### src/rtl/counter_cmd_sequencer.sv
//==============================================================================
// Module  : counter_cmd_sequencer
// Brief   : Command-driven controller for a loadable up/down counter; runs
//           LOAD / UP N / DOWN N / CLEAR and reports final Q and Co events.
// Revision: 1.0  initial release
//==============================================================================
`timescale 1ns/1ps
`default_nettype none

module counter_cmd_sequencer #(
    parameter int WIDTH = 4
) (
    input  logic             clk,
    input  logic             clr,
    input  logic             cmd_valid,
    output logic             cmd_ready,
    input  logic [1:0]       cmd_op,
    input  logic [WIDTH-1:0] cmd_data,
    input  logic             cmd_abort,
    output logic [WIDTH-1:0] cnt_D,
    output logic             cnt_load,
    output logic             cnt_enable,
    output logic             cnt_up,
    output logic             cnt_clr_n,
    input  logic [WIDTH-1:0] cnt_Q,
    input  logic             cnt_Co,
    output logic             done,
    output logic [WIDTH-1:0] result,
    output logic [WIDTH-1:0] wraps,
    output logic             aborted
);

    localparam logic [1:0] c_OP_LOAD  = 2'b00;
    localparam logic [1:0] c_OP_UP    = 2'b01;
    localparam logic [1:0] c_OP_CLEAR = 2'b11;

    typedef enum logic [2:0] {
        S_IDLE   = 3'd0,
        S_LD     = 3'd1,
        S_CL     = 3'd2,
        S_STEP   = 3'd3,
        S_SETTLE = 3'd4,
        S_DONE   = 3'd5
    } state_t;

    state_t           state_q, state_d;
    logic [1:0]       op_q, op_d;
    logic [WIDTH-1:0] data_q, data_d;
    logic [WIDTH-1:0] remain_q, remain_d;
    logic [WIDTH-1:0] wraps_acc_q, wraps_acc_d;
    logic [WIDTH-1:0] result_q, result_d;
    logic [WIDTH-1:0] wraps_q, wraps_d;
    logic             aborted_q, aborted_d;
    logic             w_step_en;

    // Abort is the only input allowed to reach a counter control combinationally.
    assign w_step_en  = (state_q == S_STEP) && !cmd_abort;

    assign cmd_ready  = (state_q == S_IDLE);
    assign cnt_load   = (state_q == S_LD);
    assign cnt_enable = (state_q == S_LD) || w_step_en;
    assign cnt_up     = (state_q == S_STEP) && (op_q == c_OP_UP);
    assign cnt_clr_n  = (state_q != S_CL);
    assign cnt_D      = (state_q == S_LD) ? data_q : '0;
    assign done       = (state_q == S_DONE);
    assign result     = result_q;
    assign wraps      = wraps_q;
    assign aborted    = aborted_q;

    always_comb begin
        state_d     = state_q;
        op_d        = op_q;
        data_d      = data_q;
        remain_d    = remain_q;
        wraps_acc_d = wraps_acc_q;
        result_d    = result_q;
        wraps_d     = wraps_q;
        aborted_d   = aborted_q;
        case (state_q)
            S_IDLE: begin
                if (cmd_valid) begin
                    op_d        = cmd_op;
                    data_d      = cmd_data;
                    remain_d    = cmd_data;
                    wraps_acc_d = '0;
                    aborted_d   = 1'b0;
                    if (cmd_op == c_OP_LOAD)       state_d = S_LD;
                    else if (cmd_op == c_OP_CLEAR) state_d = S_CL;
                    else if (cmd_data != '0)       state_d = S_STEP;
                    else                           state_d = S_SETTLE;
                end
            end
            S_LD:     state_d = S_SETTLE;
            S_CL:     state_d = S_SETTLE;
            S_STEP: begin
                if (cmd_abort) begin
                    aborted_d = 1'b1;
                    state_d   = S_SETTLE;
                end else begin
                    remain_d = remain_q - WIDTH'(1);
                    if (cnt_Co && w_step_en && (wraps_acc_q != '1))
                        wraps_acc_d = wraps_acc_q + WIDTH'(1);
                    if (remain_q == WIDTH'(1))
                        state_d = S_SETTLE;
                end
            end
            S_SETTLE: begin
                result_d = cnt_Q;
                wraps_d  = wraps_acc_q;
                state_d  = S_DONE;
            end
            S_DONE:   state_d = S_IDLE;
            default:  state_d = S_IDLE;
        endcase
    end

    always_ff @(posedge clk) begin
        if (clr) begin
            state_q     <= S_IDLE;
            op_q        <= 2'b00;
            data_q      <= '0;
            remain_q    <= '0;
            wraps_acc_q <= '0;
            result_q    <= '0;
            wraps_q     <= '0;
            aborted_q   <= 1'b0;
        end else begin
            state_q     <= state_d;
            op_q        <= op_d;
            data_q      <= data_d;
            remain_q    <= remain_d;
            wraps_acc_q <= wraps_acc_d;
            result_q    <= result_d;
            wraps_q     <= wraps_d;
            aborted_q   <= aborted_d;
        end
    end

endmodule

`default_nettype wire

### config.mk
export PLATFORM = sky130hd
export DESIGN_NAME = counter_cmd_sequencer
export DESIGN_NICKNAME = d
export VERILOG_FILES = /design/src/rtl/counter_cmd_sequencer.sv
export SDC_FILE = /design/constraint.sdc
export NUM_CORES = 1
export LEC_CHECK = 0
export CAP_MARGIN = 25
export CORE_MARGIN = 1
export CORE_UTILIZATION = 48
export CTS_CLUSTER_DIAMETER = 30
export DETAILED_ROUTE_END_ITERATION = 8
export GPL_ROUTABILITY_DRIVEN = 0
export PLACE_DENSITY = 0.79
export SLEW_MARGIN = 5
export SYNTH_ARGS = -nofsm -noshare
export SYNTH_HDL_FRONTEND = slang
export SYNTH_SLANG_ARGS = --single-unit
### constraint.sdc
create_clock -name clk -period 1.6 [get_ports clk]
set_input_delay 0.32 -clock clk [delete_from_list [all_inputs] [get_ports clk]]
set_output_delay 0.32 -clock clk [all_outputs]
set_load 0.1 [all_outputs]
==> commit_impl_results.txt, run 1 <==
Add synthesis and place-and-route results

* Final Hold Viols: 0
* Async set or reset register ratio after synthesis: 0%
- After routing the design area is between 2000 and 2500 um2.
* Floorplan die area: 2940 um2
- At floorplan, the net count of the design was reported as 176.
- Net Switching: 0.00113 W
- YS warnings: 0
- Internal cell power: around 0.0014 W
* Synthesized-area fraction occupied by and/or/nand/nor cells: 31.4%
- The synthesized netlist has a Yosys-reported chip area of around 1300 um2.
- The final timing report lists a max-slew violation count of 0.
- Filler instances: 145
* Top cell area share: 39.8%
- Data required time at the worst endpoint: approximately 1.3 ns
* Met1 Wirelength: 1.48 mm
- The placed instances occupy a cell area of 1970 um2.
* Overall Power: ~0.0026 W
- Mux share of post-synthesis cell area: 1.53%
* Synth Instances: roughly 160
* Worst skew pair latency: around 0.32 ns
* Met2 capacity usage during global routing: 46.5%
* DRC violation count after routing: 0
- Clock slew at reported path FFs: approximately 0.14 ns
- Per the post-run analysis, buffers plus inverters along the critical path come to 1.
- Critical Path AT: 1.44 ns
- After floorplanning, the core was divided into 18 placement rows.
* Wire length of the first global-routing pass: 5.53 mm
- At the end of the flow, the number of nets in the layout was 231.
- Nets still carrying antenna violations after routing amount to 0.
- The clock network burns a little over a tenth of the power.
* Netlist cell types: approximately 46
- Post-Place Worst Slack: -0.226 ns
- Number of warnings in the stage logs: 30
* Worst Tran Pin Value: 0.294 ns
* Length of routed met3 wiring: between 200 and 250 um
* Sw Ratio: ~44%
* Power share of the combinational group: 56.3%
- Buffers inserted to repair hold after CTS numbered 0.
- STA reports the tightest min-delay check as being of type flip-flop to flip-flop.
- Listed in order, past its start point the critical path passes nor3b_4 -> and2_4 -> buf_12.
- Syn avg cell area: between 8 and 9 um2
* Core Footprint: 2520 um2
- The script computed a power per unit cell area of 1220 nW/um2.
* Synth Cell Area: 1310 um2
- The post-synth count of flops with an enable pin is 0.
- For this run, the slowest stage of the critical path takes 0.42 ns.
- Kind of cell adding the most delay to the critical path: simple AND/OR/NAND/NOR gates
- The root buffer cell chosen for the clock tree is sky130_fd_sc_hd__clkbuf_4.
- Unrepaired setup endpoints after global routing: yes
- Global-route total usage across every layer: 26.9%
* DRT Pass-1 Iters: 4
* Fin Clk Skew: 0.0167 ns
- The end-of-flow timing check tallies setup violations at 10.
* Path type of the worst setup path: flip-flop to output pin
- GR Util met3: under 10%
* Total via count after detailed routing: ~1400
* CTS tree: done
- The routed design shows a wire length per standard cell of 15.8 um.
- Fraction of final layout cells with drive strength greater than 1: 34.1%
- Count of inserted antenna diode cells: 0
* Yosys aoi share: 16.2%
- The flow ran to the end, but the final reports show violations.
- Share of total power in sequential cells: roughly 33%
* Max-cap check violation count: 0
* Port bufs: 33
- Routed Wire Length: 3.80 mm
- The first routing iteration left 59 violations.
- DP Cell Count: ~230
- Post-Synth Adder-Cell Area: around 2.9%
* Number of cells on the critical path: 3
- Clock net sink count: 26
- Global routing finished with a remaining overflow of 0.
* Total length of routed met2 wires: 2.02 mm
- The leakage power in the latest report is around 0.81 nW.
* Slowest cell on the critical path: sky130_fd_sc_hd__dfxtp_4
- Die boundary height: about 54 um
- In the finished design, the share of the clock period the worst path needs comes to 110%.
- Cell type with the largest total area: sky130_fd_sc_hd__dfxtp_1
- Post-CTS timing repair inserted 6 buffers for setup.
* Die Span X: 54.2 um
- Worst hold slack: 0.471 ns
- Measured against its own limit, the worst slew margin works out to 80.4%.
- The worst register-to-register path depth is 6.
- Min setup slack post-route: -0.163 ns
- After legalization and detailed placement, the total HPWL measured 2.59 mm.
* Dominant flop cell: sky130_fd_sc_hd__dfxtp_1
* Largest family of logic cells by area: simple AND/OR/NAND/NOR gates
* Hold Path Cell Cnt: 2
* Peak supply drop: approximately 1.3 mV
- CTS reports a maximum clock tree buffer depth of 2.
- Yosys stat counts 158 cells in the synthesized netlist.
* Io pins: 34
* Highest layer used for signal routing: met4
- The share of the Yosys chip area taken by registers is 39.8%.
- Resize count post-CTS: 5
- Antenna violations before repair: 0
- Vias/cell: 5.77
* Area used by multi-input combinational logic: 752 um2
- Max fanout on the critical path was recorded as 7.
- Violated checks: setup timing
* Number of levels in the clock H-tree: 1
-- run 1: path summary, 6_finish.rpt --
check,startpoint,to,slack [ns]
max,state_q[0],cnt_D[2],-0.16
min,data_q[1],data_q[1],0.47
max reg2reg,state_q[2],remain_q[1],0.06
min reg2reg,data_q[1],data_q[1],0.47
-- run 1: tightest hold or removal path, cell delays in order (launching register included) --
cell                      delay, ns
sky130_fd_sc_hd__dfxtp_1       0.33
sky130_fd_sc_hd__nand2_1       0.05
sky130_fd_sc_hd__a21oi_1       0.05
-- run 1: registers in the layout, summed over array words and instances, names as in the netlist --
register     flops
op_q             2
state_q          3
remain_q         4
wraps_acc_q      4
data_q           4
wraps            4
aborted          1
result           4
-- run 1: power groups by stage --
stage	clock [W]	sequential, W	combinational, W
CTS	0.000280	0.000832	0.00134
detailed placement	0	0.000849	0.00127
finish	0.000275	0.000839	0.00144
floorplan	0	0.000887	0.000796
global route	0.000304	0.000849	0.00151
global placement	0	0.000845	0.00124
-- run 1: placed cells by master, fill, tap and decap left out, types with 2 or more instances in the layout --
cell type and instances:
sky130_fd_sc_hd__a21oi_1 20, sky130_fd_sc_hd__and2_4 4, sky130_fd_sc_hd__buf_12 19, sky130_fd_sc_hd__buf_4 24
sky130_fd_sc_hd__buf_6 2, sky130_fd_sc_hd__clkbuf_4 3, sky130_fd_sc_hd__clkdlybuf4s50_1 13, sky130_fd_sc_hd__dfxtp_1 23
sky130_fd_sc_hd__dfxtp_4 3, sky130_fd_sc_hd__ha_1 3, sky130_fd_sc_hd__inv_1 4, sky130_fd_sc_hd__mux2i_1 2
sky130_fd_sc_hd__nand2_1 30, sky130_fd_sc_hd__nand2_2 3, sky130_fd_sc_hd__nand3_1 4, sky130_fd_sc_hd__nand3b_1 3
sky130_fd_sc_hd__nor2_1 7, sky130_fd_sc_hd__nor2_4 2, sky130_fd_sc_hd__nor2b_1 2, sky130_fd_sc_hd__nor3_1 4
sky130_fd_sc_hd__nor3b_4 2, sky130_fd_sc_hd__o21ai_0 4, sky130_fd_sc_hd__xor2_1 2
-- run 1: cell usage after synthesis, types with 2 or more instances --
master and number:
sky130_fd_sc_hd__nand2_1 32, sky130_fd_sc_hd__dfxtp_1 26, sky130_fd_sc_hd__a21oi_1 20, sky130_fd_sc_hd__nor2_1 9, sky130_fd_sc_hd__and2_1 5, sky130_fd_sc_hd__clkbuf_1 4, sky130_fd_sc_hd__inv_1 4, sky130_fd_sc_hd__nand3_1 4
sky130_fd_sc_hd__nor3_1 4, sky130_fd_sc_hd__o21ai_0 4, sky130_fd_sc_hd__buf_6 3, sky130_fd_sc_hd__ha_1 3, sky130_fd_sc_hd__nand3b_1 3, sky130_fd_sc_hd__mux2i_1 2, sky130_fd_sc_hd__nor2b_1 2, sky130_fd_sc_hd__nor3b_1 2
sky130_fd_sc_hd__xor2_1 2
-- run 1: cell type report --
| type | instances | share of cell area (%) |
|---|---|---|
| multi-input cells | 118 | 36.0 |
| repair buffers | 59 | 34.6 |
| flip-flops and latches | 26 | 25.5 |
| well taps | 30 | 1.80 |
| clock buffers | 3 | 1.08 |
| inverters | 5 | 1.02 |
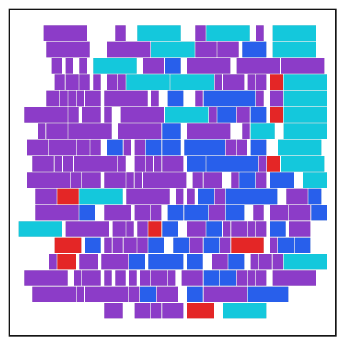
Run 1: drive-strength map
Scale: 6 px per um.
[purple] drive 1 or less | cells: 139 | share: 66% | most used: nand2_1
[blue] drive 3 to 4 | cells: 42 | share: 20% | most used: buf_4
[cyan] drive 6 and up | cells: 21 | share: 10% | most used: buf_12
[red] drive 2 | cells: 9 | share: 4.3% | most used: nand2_2

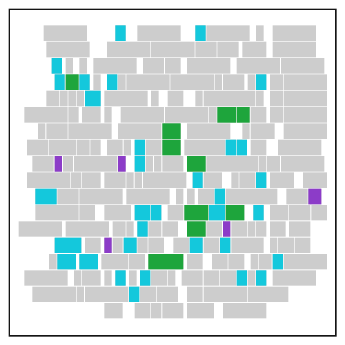
Run 1: logic cells by family
Scale: 6 px per um.
[purple] inverters | cells: 5 | most used: inv_1
[green] AND and OR gates | cells: 10 | most used: and2_4
[cyan] inverting AOI/OAI gates | cells: 33 | most used: a21oi_1

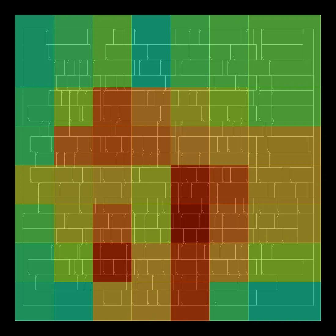
Run 1: congestion heat map
final standard cell utilization of the core: 82.7%
most used routing layer: met2

==> inputs of run 2 (changes only) <==
--- a/config.mk
+++ b/config.mk
@@ -8,6 +8,7 @@
 export CAP_MARGIN = 25
 export CORE_MARGIN = 1
 export CORE_UTILIZATION = 48
+export CTS_BUF_LIST = sky130_fd_sc_hd__clkbuf_16
 export CTS_CLUSTER_DIAMETER = 30
 export DETAILED_ROUTE_END_ITERATION = 8
 export GPL_ROUTABILITY_DRIVEN = 0
==> run 2 against run 1 <==
  * Sequential share of layout area down 0.15 points
  * Maximum frequency grew 5.7%
  * Die size stayed put
  * The run still ends with setup timing left
  * Register-to-register slack improved by 0.03 ns
  * Clock skew shrank 0.012 ns
  * Flip-flop count did not move
  * First-iteration DRC count is 22% lower
  * Largest cell class unchanged
  * Design area up 0.12%
  * Sequential power about the same
  * Cell count decreased by 1.2%
  * Combinational power decreased by 6%
  * Clock power increased by 100%
==> commit_impl_results.txt, run 2 <==
Add synthesis and place-and-route results

* Outcome: finished with violations
- The final reports fail on setup timing.
- Worst slew slack as a fraction of its limit: about four fifths
- Timing would allow up to approximately 600 MHz.
- Sorting the synthesis cell report by count puts at the top sky130_fd_sc_hd__nand2_1.
- The routed design has 3.71 mm of wire.
- Floorplan die area: 2940 um2
* Unrepaired setup endpoints after global routing: yes
* Port bufs: 33
- Yosys mapped a number of flops with a built-in enable equal to 0.
- The synthesis report lists the Yosys warning total as 0.
- DRT Pass-1 Iters: 4
* Total nets after synthesis: between 150 and 200
- Hold Path Cell Cnt: 2
- The count of nets left with antenna violations once routing finished came out at 0.
- The finished cells cover 2090 um2.
- Number of warnings in the stage logs: 30
* Io pins: 34
* Fraction of final layout cells with drive strength greater than 1: 31.7%
- Area of placed instances: 1970 um2
- Slack of the worst reg-to-reg path: 0.09 ns
- Entering global routing, the biggest net connects 14 pins.
- Across all layers, the routed design uses 1378 vias.
- After detailed routing, the number of vias per cell comes to between 5 and 6.
- The share of total power dissipated in sequential elements is between 30% and 40%.
- Sw Ratio: between 40% and 50%
* Worst skew pair latency: 0.26 ns
* Power share of the combinational group: 49.4%
- Antenna violations before repair: 0
* Number of cells in Yosys stat: 158
- DRC violation count after routing: 0
- Net Switching: 0.00113 W
- Final global-route overflow total: 0
- Critical Path AT: 1.35 ns
- VDD sags by at most 1.20 mV.
- The number of different library cells used by synthesis comes to about 46.
- The top cell type in the final layout, fill and taps aside, is sky130_fd_sc_hd__nand2_1.
- After detailed routing, the average wire length per cell comes to 15.6 um.
* Clk pwr share: 20.1%
* Core Footprint: 2520 um2
* Longest Clk Path Bufs: 2
* Reg-to-Reg Start: state_q[2]
- Measured along the y axis, the die boundary spans 54.2 um.
- Looking at the max-slew report, the worst-margin pin has a slew of 0.289 ns.
- The synthesized design contains 26 register bits.
- Top area cells in the synthesized netlist: sky130_fd_sc_hd__dfxtp_1 40%, sky130_fd_sc_hd__nand2_1 9.2%, sky130_fd_sc_hd__a21oi_1 7.7%, sky130_fd_sc_hd__ha_1 2.9%, sky130_fd_sc_hd__nor2_1 2.6%
- Counting the fill cells in the layout gives 133.
- In the synthesized netlist, the number of instances is 158.
* Post-cts hold-fix buffer tally: 0
* Internal cell power: between 0.0015 and 0.002 W
* Global-route total usage across every layer: 28.1%
- Syn avg cell area: roughly 8.3 um2
- Dominant flop cell: sky130_fd_sc_hd__dfxtp_1
* Chip area estimate from yosys synthesis: about 1300 um2
- For reference, the clock transition at the flip-flops on the worst setup and hold paths is 0.06 ns.
- Synth Cell Area: 1310 um2
- After detailed placement, the design holds a cell count of 230.
* Power Density: 1320 nW/um2
- Worst min path class: flip-flop to flip-flop
- In this run the number of H-tree levels came out at 1.
* Wire length of the first global-routing pass: 5.72 mm
* Top cell area share: between 30% and 40%
- The clock drives 26 sinks.
- The number of cells on the worst reg-to-reg path is 6.
- Across the routed clock network, the largest skew measured is approximately 0.0043 ns.
- The endpoint of the worst hold path is reported as data_q[2].
* Portion of the post-synthesis area used by sequential elements: 39.8%
* Largest fanout on the critical path: 7
- Final Hold Viols: 0
- The violation tally recorded at the end of detailed-routing iteration 0 is 46.
* Leakage: 0.811 nW
- After synthesis, the most frequently instantiated cells are 32 x sky130_fd_sc_hd__nand2_1, 26 x sky130_fd_sc_hd__dfxtp_1, 20 x sky130_fd_sc_hd__a21oi_1, 9 x sky130_fd_sc_hd__nor2_1, 5 x sky130_fd_sc_hd__and2_1.
- Min setup slack post-route: -0.0683 ns
* Final std cells w/o fill: between 200 and 250
* Reg-to-Reg End: remain_q[3]
- Setup-violating endpoint count in the final report: 8
* Die Span X: 54.2 um
- Async set or reset register ratio after synthesis: 0%
- Most numerous logic cells after layout: 32 x sky130_fd_sc_hd__nand2_1, 23 x sky130_fd_sc_hd__dfxtp_1, 23 x sky130_fd_sc_hd__buf_4
- The number of antenna diodes in the final layout is 0.
- The worst hold path begins at data_q[2].
- Max-cap violations in this run came to 0.
- Cell type with the largest total area: sky130_fd_sc_hd__dfxtp_1
- In this run the core area contains 18 standard-cell rows.
* Final period utilization: 104%
- Worst hold slack: 0.466 ns
- Before placement the cells fill 51.8% of the core.
- STA classifies the critical path endpoint as an output pin.
* Data required time at the worst endpoint: 1.28 ns
* Root buffer cell: sky130_fd_sc_hd__clkbuf_16
- For reference, the final report shows the max-slew violation count at 0.
- Layout net count: 228
* Path type of the worst setup path: flip-flop to output pin
- Area used by multi-input combinational logic: approximately 730 um2
- Total half-perimeter wirelength after legalization and detailed placement: around 2.6 mm
- Final standard cell utilization of the core: 82.8%
- TritonCTS built the clock tree.
==> run 2: cell counts after synthesis <==
Identical to the previous run, type by type.
==> run 2: cells by family after synthesis <==
family                   count (synthesis)  share of synthesized area, %
buffers and inverters                   14                          6.89
multiplexers                             2                          1.53
AND-OR/OR-AND                           35                          16.2
flip-flops                              26                          39.8
AND/OR/NAND/NOR                         76                          31.4
XOR/XNOR                                 2                          1.34
adder cells (fa/ha/maj)                  3                          2.87
==> run 2: area by class of cell <==
class / count / area share (%)
Clock buffer: 3 / 3.59
Sequential cell: 26 / 25.3
Inverter: 5 / 1.02
Multi-Input combinational cell: 118 / 35.1
Tap cell: 30 / 1.80
Timing Repair Buffer: 56 / 33.1
==> run 2: how the worst max path moves through the flow <==
| stage | to | from | depth (start not counted) | slack, ns |
|---|---|---|---|---|
| 2_1_floorplan | cnt_D[0] | state_q[2] | 3 | -0.57 |
| 3_3_place_gp | cnt_enable | cmd_abort | 4 | -0.21 |
| 3_5_place_dp | cnt_enable | cmd_abort | 4 | -0.23 |
| 4_1_cts | cnt_up | state_q[2] | 3 | -0.05 |
| 5_1_grt | cnt_D[2] | state_q[0] | 3 | -0.11 |
| 6_report | cnt_D[2] | state_q[0] | 3 | -0.07 |
==> run 2: what timing repair did <==
| action | in CTS | in global routing |
|---|---|---|
| hold endpoints to repair | 0 | 0 |
| pin swaps | 6 | 3 |
| buffers inserted | 5 | 0 |
| endpoints found under the setup margin | 8 | 10 |
| gates resized | 4 | 2 |
==> run 2: per-layer routing <==
layer,global-route usage [%],vias to the layer above,share of wire (%)
li1,-,650,-
met1,33.2,657,41
met2,48.8,60,52
met3,4.52,11,5.2
met4,13.7,0,2.2
met5,0,-,0
==> run 2: power groups by stage <==
stage	clock network, W	registers (W)	logic, W
6_report	0.000554	0.000839	0.00136
5_1_grt	0.000579	0.000849	0.00143
3_3_place_gp	0	0.000845	0.00124
4_1_cts	0.000557	0.000835	0.00135
2_1_floorplan	0	0.000887	0.000796
3_5_place_dp	0	0.000849	0.00127
==> run 2: critical path, cell delays in order, from the launching register on <==
cell	delay, ns
sky130_fd_sc_hd__dfxtp_4	0.39
sky130_fd_sc_hd__nor3b_4	0.31
sky130_fd_sc_hd__and2_4	0.22
sky130_fd_sc_hd__buf_12	0.16
==> run 2: stage by stage <==
stage / power (W) / setup slack (ns)
2_1_floorplan: 0.00168 / -0.566
3_5_place_dp: 0.00212 / -0.226
4_1_cts: 0.00274 / -0.0495
3_3_place_gp: 0.00209 / -0.210
5_1_grt: 0.00286 / -0.112
6_report: 0.00275 / -0.0683
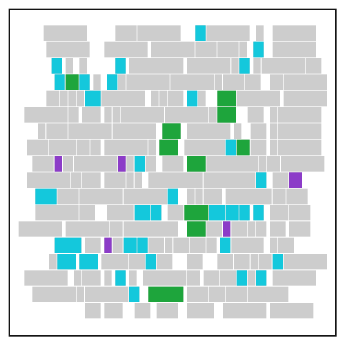
Run 2: logic cells by family
Scale: 6 px per um.
[cyan] inverting AOI/OAI gates | cells: 33 | most used: a21oi_1
[purple] inverters | cells: 5 | most used: inv_1
[green] AND and OR gates | cells: 10 | most used: and2_4

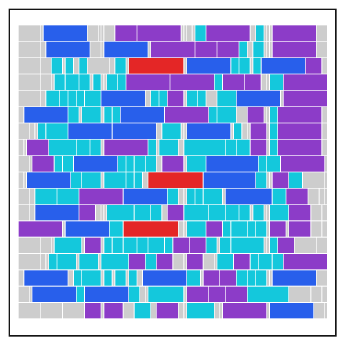
Run 2: placement by cell class
Scale: 6 px per um. Fill, decap, tap and diode cells in gray.
[purple] other buffers and delay cells | cells: 56 | share of their area: 34%
[cyan] all other logic | cells: 123 | share of their area: 37%
[blue] flip-flops | cells: 26 | share of their area: 26%
[red] cells driving clock nets | cells: 3 | share of their area: 3.7%

==> inputs of run 3 (changes only) <==
--- a/config.mk
+++ b/config.mk
@@ -13,6 +13,7 @@
 export DETAILED_ROUTE_END_ITERATION = 8
 export GPL_ROUTABILITY_DRIVEN = 0
 export PLACE_DENSITY = 0.79
+export RECOVER_POWER = 100
 export SLEW_MARGIN = 5
 export SYNTH_ARGS = -nofsm -noshare
 export SYNTH_HDL_FRONTEND = slang
==> run 3 against run 2 <==
  * The flow still finishes with violations (setup timing)
  * Via count is 0.15% higher
  * Synthesized cell count is the same
  * Maximum frequency down 0.35%
  * Non-clock buffer count did not move
  * Critical endpoint unchanged
  * Highest routed layer unchanged
  * Sequential power decreased by 0.8%
  * Routed wire length is 0.24% lower
  * Clock skew increased by 0.00054 ns
  * Largest power group unchanged
  * Area after synthesis unchanged
  * Clock power hardly changed
==> commit_impl_results.txt, run 3 <==
Add synthesis and place-and-route results

* Outcome: finished with violations
* Violated checks: setup timing
* Number of register bits inferred by synthesis: 26
- Per STA, the worst path accumulates the most delay in the family simple AND/OR/NAND/NOR gates.
- Before any placement, the netlist area is recorded as ~1300 um2.
- Vias/cell: between 5 and 6
* Slowest Stage Delay on Critical Path: 0.40 ns
- Area used by multi-input combinational logic: 721 um2
- During synthesis, Yosys emitted a total of 0 warnings.
* FP Rows: 18
* Number of cells in Yosys stat: 158
* Routed wire length per instance: 15.6 um
* Cell type with the largest total area: sky130_fd_sc_hd__dfxtp_1
- At the end of the flow the core is filled with cells to about three quarters.
- Worst Tran Pin Value: 0.568 ns
- The worst setup path is of the flip-flop to output pin kind.
* Clock net sink count: 26
- CTS placed an instance of sky130_fd_sc_hd__clkbuf_16 at the clock tree root.
* Initial core utilization: around half
- Worst skew pair latency: between 0.2 and 0.3 ns
* Chip area estimate from yosys synthesis: 1310 um2
- Worst hold slack: around 0.46 ns
* Top cell area share: between 30% and 40%
* Most numerous logic cells after layout: 33 x sky130_fd_sc_hd__nand2_1, 23 x sky130_fd_sc_hd__dfxtp_1, 20 x sky130_fd_sc_hd__a21oi_1, 20 x sky130_fd_sc_hd__buf_4, 13 x sky130_fd_sc_hd__clkdlybuf4s50_1
- The leakage component of the power was reported as 0.766 nW.
- Dominant flop cell: sky130_fd_sc_hd__dfxtp_1
- The worst VDD IR drop from the latest analysis is between 1 and 1.5 mV.
* Data required time at the worst endpoint: 1.28 ns
- Detailed routing inserted a total of roughly 1400 vias.
- Max Transition Viols Final: 0
- For this run, the final setup violation count is recorded as 10.
- Global-route total usage across every layer: 28.1%
- Unrepaired setup endpoints after global routing: yes
* Port bufs: 33
- Die Span X: 54.2 um
- Worst min path class: flip-flop to flip-flop
* Portion of the post-synthesis area used by sequential elements: 39.8%
- After the first detailed-routing iteration, the DRC count stood at 36.
* Layout net count: 228
- The script parses the final routing iteration and logs DRC violations as 0.
- DRT Pass-1 Iters: 4
* Met1 Wirelength: 1.53 mm
- Post-DRT Antenna Nets: 0
- Final std cells w/o fill: 238
* Final global-route overflow total: 0
- The final hold violation count recorded for this run is 0.
- Once placement completed, the tool counted placed cells totaling 230.
* Async set or reset register ratio after synthesis: 0%
* Top area cells in the synthesized netlist: sky130_fd_sc_hd__dfxtp_1 40%, sky130_fd_sc_hd__nand2_1 9.2%, sky130_fd_sc_hd__a21oi_1 7.7%, sky130_fd_sc_hd__ha_1 2.9%, sky130_fd_sc_hd__nor2_1 2.6%
- Routed signal wires occupy layers up through met4.
- Die boundary height: 54.2 um
* Total half-perimeter wirelength after legalization and detailed placement: 2.59 mm
- Slowest cell on the critical path: sky130_fd_sc_hd__dfxtp_4
* Total length of routed met2 wires: 1.90 mm
- Looking at the clock tree report, the maximum root-to-sink buffer count equals 2.
- When the netlist entered floorplanning its net count stood at around 180.
- In this run the maximum-capacitance check reported violations numbering 0.
- Antenna violations before repair: 0
- Dominant logic cell type in the layout: sky130_fd_sc_hd__nand2_1
* Final period utilization: 105%
- For reference, the critical path cell chain is nor3b_4 -> and2_4 -> buf_12.
- Number of levels in the clock H-tree: 1
- Min setup slack post-route: -0.0741 ns
* Fmax achieved: roughly 600 MHz
- Counting every instance in the synthesized netlist gives 158.
- Most instantiated library cell after synthesis: sky130_fd_sc_hd__nand2_1
* Filler instances: 158
- Power Density: 1390 nW/um2
- OpenROAD emitted warnings numbering 30.
* Fin Clk Skew: 0.00488 ns
- Looking at the worst setup and hold paths, the clock pins of their registers show a slew of 0.07 ns.
- Netlist cell types: 46
- Synth cell count leaders: 32 x sky130_fd_sc_hd__nand2_1, 26 x sky130_fd_sc_hd__dfxtp_1, 20 x sky130_fd_sc_hd__a21oi_1, 9 x sky130_fd_sc_hd__nor2_1, 5 x sky130_fd_sc_hd__and2_1
* Pin count of the biggest net entering global routing: 14
- Counting both buffers and inverters, the worst setup path holds a total of 1.
* Count of inserted antenna diode cells: 0
- Dividing the synthesized area by the synthesized cell count gives 8.28 um2.
- The worst setup path is captured at an output pin.
- The first global-routing pass estimated 5.72 mm of wire.
[run 3: cell counts after synthesis]
No cell type changed its count.
[run 3: repair_timing]
item / CTS / global route
pin swaps: 6 / 3
buffers inserted: 5 / 0
hold buffers: 0 / 0
setup endpoints to repair: 8 / 10
gates resized: 4 / 2
[run 3: tightest hold or removal path: stages (launching register included)]
cell	delay [ns]
sky130_fd_sc_hd__dfxtp_1	0.31
sky130_fd_sc_hd__nand2_1	0.05
sky130_fd_sc_hd__a21oi_1	0.05
[run 3: worst paths after layout]
kind	depth (start not counted)	slack (ns)	endpoint	start
max	3	-0.07	cnt_D[2]	state_q[0]
min	2	0.46	result[2]	result[2]
max reg2reg	6	-0.01	wraps_acc_q[0]	state_q[0]
min reg2reg	2	0.46	result[2]	result[2]
[run 3: final cells by class]
type                            count  area share (%)
Clock buffer                        3            3.91
Timing Repair Buffer               56            28.0
Sequential cell                    26            27.6
Inverter                            5           0.978
Tap cell                           30            1.96
Multi-Input combinational cell    118            37.5
[run 3: where the power goes]
| part | internal (W) | switching [W] | total (W) |
|---|---|---|---|
| clock | 0.000332 | 0.000223 | 0.000555 |
| combinational | 0.000488 | 0.000792 | 0.00128 |
| sequential | 0.000733 | 0.0000989 | 0.000832 |
| total | 0.00155 | 0.00111 | 0.00267 |
[run 3: kinds of logic (layout without fill, tap and decap cells)]
group / after synthesis / count (layout) / synth area share (%)
xor+xnor: 2 / 2 / 1.34
fa+ha+maj: 3 / 3 / 2.87
simple gates: 76 / 76 / 31.4
mux: 2 / 2 / 1.53
flops: 26 / 26 / 39.8
buf+inv: 14 / 64 / 6.89
compound gates: 35 / 35 / 16.2
[run 3: per-layer routing]
metal | vias to the layer above | track usage [%]
li1 | 648 | -
met1 | 671 | 33.2
met2 | 52 | 48.8
met3 | 9 | 4.52
met4 | 0 | 13.7
met5 | - | 0
[run 3: per-stage QoR]
step	setup slack (ns)	TNS, ns	power (W)	area, um2
2_1_floorplan	-0.566	-3.67	0.00168	1350
3_3_place_gp	-0.210	-0.981	0.00209	1970
3_5_place_dp	-0.226	-1.39	0.00212	1970
4_1_cts	-0.0495	-0.290	0.00274	2090
5_1_grt	-0.112	-0.869	0.00277	1920
6_report	-0.0741	-0.472	0.00267	1920
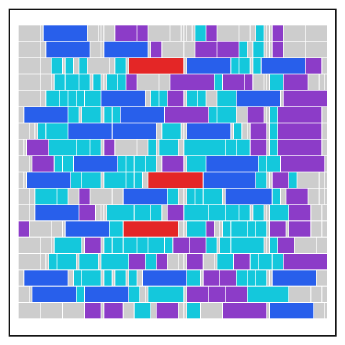
Run 3: placement by cell class
Scale: 6 px per um. Fill, decap, tap and diode cells in gray.
[blue] flip-flops | cells: 26 | share of their area: 28%
[red] cells driving clock nets | cells: 3 | share of their area: 4.0%
[purple] other buffers and delay cells | cells: 56 | share of their area: 29%
[cyan] all other logic | cells: 123 | share of their area: 39%

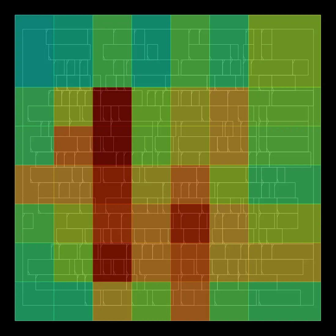
Run 3: congestion heat map
routing usage on met1: 33.2%
met2 capacity usage during global routing: 48.8%
GR Util met3: 4.52%

Power is estimated from default activity; no workload was simulated.
